File: config.mk
export PLATFORM = sky130hd
export DESIGN_NAME = status_register_stack
export DESIGN_NICKNAME = d
export VERILOG_FILES = /design/src/rtl/status_register_stack.sv
export SDC_FILE = /design/constraint.sdc
export NUM_CORES = 1
export LEC_CHECK = 0
export ABC_CLOCK_PERIOD_IN_PS = 3300
export CORE_MARGIN = 3
export CORE_UTILIZATION = 46
export DETAILED_ROUTE_END_ITERATION = 8
export PLACE_DENSITY = 0.81
export SKIP_CTS_REPAIR_TIMING = 1
export SYNTH_ARGS = -nofsm -noshare
export SYNTH_HDL_FRONTEND = slang
export SYNTH_SLANG_ARGS = --single-unit
File: constraint.sdc
create_clock -name clk_1 -period 3.3 [get_ports clk_1]
set_input_delay 0.495 -clock clk_1 [delete_from_list [all_inputs] [get_ports clk_1]]
set_output_delay 0.495 -clock clk_1 [all_outputs]
set_load 0.02 [all_outputs]
File: src/rtl/status_register_stack.sv
// Status/flag register with a LIFO shadow stack for save/restore.
// Each flag bit is updated by a fixed priority of clear, set, data-bus load,
// zero-detect and ALU load. A push saves the flags onto the stack and a pop
// restores them. Overflow and underflow are reported in sticky error bits.
module status_register_stack #(
  parameter int unsigned         WIDTH          = 8,
  parameter int unsigned         DEPTH          = 4,
  parameter logic [WIDTH-1:0]    RESET_VALUE    = WIDTH'(8'h24),
  parameter logic [WIDTH-1:0]    FIXED_ONE_MASK = WIDTH'(8'h20),
  parameter int unsigned         ZERO_BIT       = 1
) (
  input  logic                           clk_1,
  input  logic                           reset,
  input  logic [WIDTH-1:0]               db_in,
  input  logic [WIDTH-1:0]               alu_flags,
  input  logic [WIDTH-1:0]               alu_mask,
  input  logic [WIDTH-1:0]               db_mask,
  input  logic [WIDTH-1:0]               set_mask,
  input  logic [WIDTH-1:0]               clr_mask,
  input  logic                           dbz_z,
  input  logic                           push,
  input  logic                           pop,
  input  logic                           err_clr,
  input  logic                           p_db,
  output logic [WIDTH-1:0]               flags,
  output logic [WIDTH-1:0]               db_out,
  output logic [$clog2(DEPTH+1)-1:0]     depth,
  output logic                           full,
  output logic                           empty,
  output logic                           overflow_err,
  output logic                           underflow_err
);

  localparam int unsigned DW = $clog2(DEPTH + 1);
  // Slot index width; the array is rounded up to a power of two so any
  // index of this width is in range.
  localparam int unsigned IW = (DEPTH > 1) ? $clog2(DEPTH) : 1;
  localparam int unsigned NSLOT = 1 << IW;
  localparam logic [DW-1:0] FULL_CNT = DW'(DEPTH);
  localparam logic [DW-1:0] ONE_CNT  = DW'(1);
  localparam logic [WIDTH-1:0] RESET_FLAGS = RESET_VALUE | FIXED_ONE_MASK;

  logic [WIDTH-1:0] r_flags;
  logic [DW-1:0]    r_depth;
  logic             r_ovf;
  logic             r_unf;
  logic [WIDTH-1:0] r_stack [NSLOT];

  logic             w_full;
  logic             w_empty;
  logic             w_push_only;
  logic             w_pop_only;
  logic             w_push_ok;
  logic             w_pop_ok;
  logic             w_ovf_evt;
  logic             w_unf_evt;
  logic [IW-1:0]    w_wr_idx;
  logic [IW-1:0]    w_rd_idx;
  logic             w_db_zero;
  logic [WIDTH-1:0] w_masked;
  logic [WIDTH-1:0] w_next_flags;
  logic [DW-1:0]    w_next_depth;

  assign w_full      = (r_depth == FULL_CNT);
  assign w_empty     = (r_depth == '0);
  assign w_push_only = push & ~pop;
  assign w_pop_only  = pop & ~push;
  assign w_push_ok   = w_push_only & ~w_full;
  assign w_pop_ok    = w_pop_only & ~w_empty;
  assign w_ovf_evt   = w_push_only & w_full;
  assign w_unf_evt   = w_pop_only & w_empty;
  assign w_wr_idx    = IW'(r_depth);
  assign w_rd_idx    = IW'(r_depth - ONE_CNT);
  assign w_db_zero   = (db_in == '0);

  // Mask-driven flag update, applied lowest priority first so later
  // stages override earlier ones; a valid pop replaces it entirely.
  always_comb begin
    w_masked = r_flags;
    w_masked = (w_masked & ~alu_mask) | (alu_flags & alu_mask);
    if (dbz_z) begin
      w_masked[ZERO_BIT] = w_db_zero;
    end
    w_masked = (w_masked & ~db_mask) | (db_in & db_mask);
    w_masked = w_masked | set_mask;
    w_masked = w_masked & ~clr_mask;
    if (w_pop_ok) begin
      w_next_flags = r_stack[w_rd_idx] | FIXED_ONE_MASK;
    end else begin
      w_next_flags = w_masked | FIXED_ONE_MASK;
    end
  end

  // Stack pointer moves only on an unambiguous, in-range push or pop.
  always_comb begin
    w_next_depth = r_depth;
    if (w_push_ok) begin
      w_next_depth = r_depth + ONE_CNT;
    end else if (w_pop_ok) begin
      w_next_depth = r_depth - ONE_CNT;
    end
  end

  // Flag, depth and sticky error registers.
  always_ff @(posedge clk_1 or posedge reset) begin
    if (reset) begin
      r_flags <= RESET_FLAGS;
      r_depth <= '0;
      r_ovf   <= 1'b0;
      r_unf   <= 1'b0;
    end else begin
      r_flags <= w_next_flags;
      r_depth <= w_next_depth;
      r_ovf   <= w_ovf_evt | (r_ovf & ~err_clr);
      r_unf   <= w_unf_evt | (r_unf & ~err_clr);
    end
  end

  // Slot storage saves the pre-update flags; contents need no reset
  // because slots at or above depth are never read.
  always_ff @(posedge clk_1) begin
    if (w_push_ok) begin
      r_stack[w_wr_idx] <= r_flags;
    end
  end

  assign flags         = r_flags;
  assign db_out        = p_db ? r_flags : '0;
  assign depth         = r_depth;
  assign full          = w_full;
  assign empty         = w_empty;
  assign overflow_err  = r_ovf;
  assign underflow_err = r_unf;

endmodule

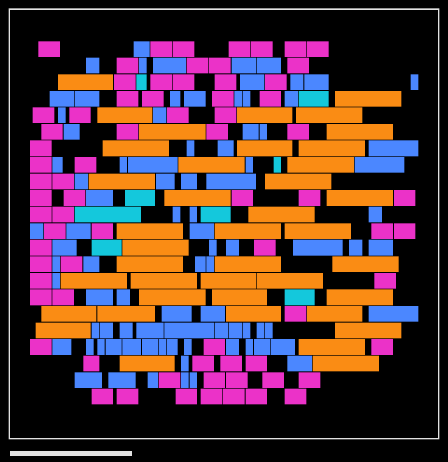
(cells colored by class)
The bar under the picture is 20 microns long.
legend:
  blue:
    class: all other logic
    cells: 87
    share_of_their_area: 27%
  orange:
    class: flip-flops
    cells: 40
    share_of_their_area: 43%
  cyan:
    class: clock drivers and dummy loads
    cells: 8
    share_of_their_area: 4.0%
  magenta:
    class: other buffers and delay cells
    cells: 72
    share_of_their_area: 27%
row cnt: 22
Core Util, Final: 0.718

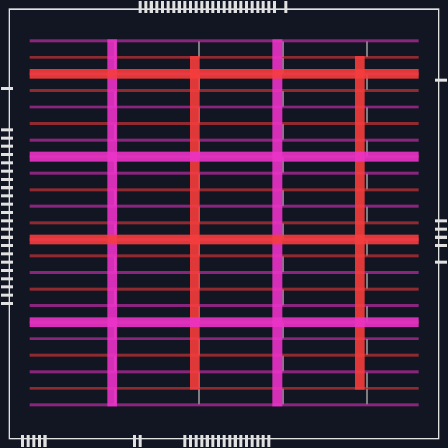
(supply network)
Pins as bars on the die edge. Tap cells in gray.
legend:
  magenta:
    net: VSS
  red:
    net: VDD
rows: 22
met1 rails: 23
met4 straps: 4

==> run_results.csv <==
group,metric,value,unit
detailed_routing,drc,0,
detailed_routing,routedWlPerCell,18.1,microns
synthesis,synth_seq_share,0.600,
clock_network,worstSkewPairLatency,0.28,ns
place,dp.cells,247,
synthesis,common_cells,"edfxtp_1, mux2_2, dfrtp_1, nor2_1, and2_1",
synthesis,netlist.area_leader.share,0.442,
layout,n_antenna_cell,0,
synthesis,yosys.area_share.simple,0.110,
critical_path,worstSetupPathType,"in2out",
synthesis,synth_cells,132,
place,dp_hpwl,3600,microns
critical_path,r2r_end,"r_stack[1][4]$_DFFE_PP_",
sta,period_minus_slack,2.46,ns
power_and_ir_drop,peakVddDrop,0.581,mV
global_routing,track_usage,0.199,
power_and_ir_drop,p_per_area,694,nW/um^2
floorplanning,core_region_area,3830,sq um
synthesis,fp_nets,192,
detailed_routing,vias_per_cell,5.46,
critical_path,r2r_start,"depth[1]$_DFFE_PP0P_",
clock_network,clkTransAtPathRegs,0.07,ns
layout,most-common-layout-cells,"clkdlybuf4s50_1, edfxtp_1, mux2_2",
critical_path,reg2regPathDepth,6,
layout,n_fill_cell,260,
critical_path,arrival,1.97,ns
power_and_ir_drop,switching_share,0.326,
sta,hold_ws,0.526,ns
clock_network,cts_made_buffers,5,
layout,design_area,2750,sq um
detailed_routing,first_pass_iters,4,
clock_network,clk_path_buf_depth,2,
critical_path,cp.required,2.80,ns
synthesis,avgSynthCellArea,14.4,sq um
synthesis,area_leaders,"edfxtp_1, dfrtp_1, mux4_2",
synthesis,ys_sh_xor,0.00920,
synthesis,synth.most_common_cell,"edfxtp_1",
detailed_routing,ant_nets,0,
power_and_ir_drop,finalPower,0.00191,W
outcome,outcome,"completed",
sta,slew_viol_final,0,
floorplanning,ioPinCount,78,
synthesis,ys_sh_mux,0.159,
flow_run,maxCapViolCount,0,
power_and_ir_drop,pwr-share-seq,0.383,
sta,min_period_over_period,0.746,
synthesis,logic_family,"multiplexers",
sta,finalSetupViolCount,0,
global_routing,grt_antenna_before_repair,0,
floorplanning,die_h,70.3,microns
synthesis,yosys_area,1900,sq um
synthesis,yosys_most_used_dff,"edfxtp_1",
place,place_area,2640,sq um
floorplanning,die-area,4950,sq um
power_and_ir_drop,clkPwrFrac,0.201,
detailed_routing,routed_wl,4620,microns
global_routing,grt_pass1_vias,1502,
synthesis,fa_ha_area_frac,0.0329,
place,gp_congestion,0.805,
sta,skew,0.00166,ns
synthesis,synth-async-reset-ratio,0.300,
sta,finalSetupTns,0,ns
critical_path,cp-end-kind,"primary output",
synthesis,ys_cells,132,
layout,layout-drive-gt1-share,0.155,
clock_network,h-tree-depth,2,
synthesis,yosysWarnings,0,
synthesis,synth-seq-cells,40,
synthesis,top_area_cell,"edfxtp_1",
critical_path,critPathLaunchType,"primary input",
synthesis,yosys.cell_types.count,30,
layout,area_growth,44.3,%
worst_hold_path,min_path_type,"in2async",
sta,max-slew-margin-rel,0.480,
sta,hold_viol,0,
global_routing,grt-ovfl-total,0,
sta,clock.fmax,0.406,GHz
critical_path,reg2reg_slack,1.30,ns
sta,rsz0062_at_grt,"false",
sta,setup_slack,0.839,ns
clock_network,cts_sinks,40,
layout,lay_top_count,"clkdlybuf4s50_1",
power_and_ir_drop,p_leak,1.02,nW
sta,max_slew.worst_pin.slew,0.777,ns
synthesis,synth-edff-count,28,
clock_network,cts_tree,"done",
-- sequential cells by signal, indices dropped and copies added, names as in the netlist --
name,flops
depth,3
overflow_err,1
underflow_err,1
flags,7
r_stack,28
-- critical path, stage by stage --
cell,delay [ns]
clkdlybuf4s50_1,0.64
and2_1,0.19
clkdlybuf4s50_1,0.63
-- power by group through the flow --
stage	sequential, W	combinational, W	clock, W
global route	0.000748	0.000852	0.000411
detailed placement	0.000741	0.000794	0
finish	0.000730	0.000794	0.000383
global placement	0.000730	0.000773	0
CTS	0.000731	0.000802	0.000391
floorplan	0.000789	0.000425	0
-- cell type report --
type | count | area (sq um) | share of cell area
multi-input cells | 80 | 693 | 0.252
inverters | 7 | 26.3 | 0.00956
clock inverters | 2 | 35.0 | 0.0128
flip-flops and latches | 40 | 1140 | 0.416
clock buffers | 6 | 72.6 | 0.0264
repair buffers | 72 | 718 | 0.261
well taps | 48 | 60.1 | 0.0219
-- metal layers --
layer,vias to the layer above,global-route usage,part of all wire
li1,631,-,-
met1,686,0.243,0.37
met2,65,0.335,0.54
met3,10,0.0518,0.077
met4,0,0.0809,0.021
met5,-,0,0
-- worst max-delay path by stage --
| stage | start | end | cells past startpoint |
|---|---|---|---|
| after floorplan | depth[0]$_DFFE_PP0P_ | r_stack[3][0]$_DFFE_PP_ | 7 |
| after global placement | p_db | db_out[0] | 3 |
| after detailed placement | p_db | db_out[6] | 3 |
| after CTS | p_db | db_out[6] | 3 |
| after global routing | depth[1]$_DFFE_PP0P_ | full | 5 |
| final | p_db | db_out[6] | 3 |
No activity file was given, so power comes from the tool's default toggle rates.
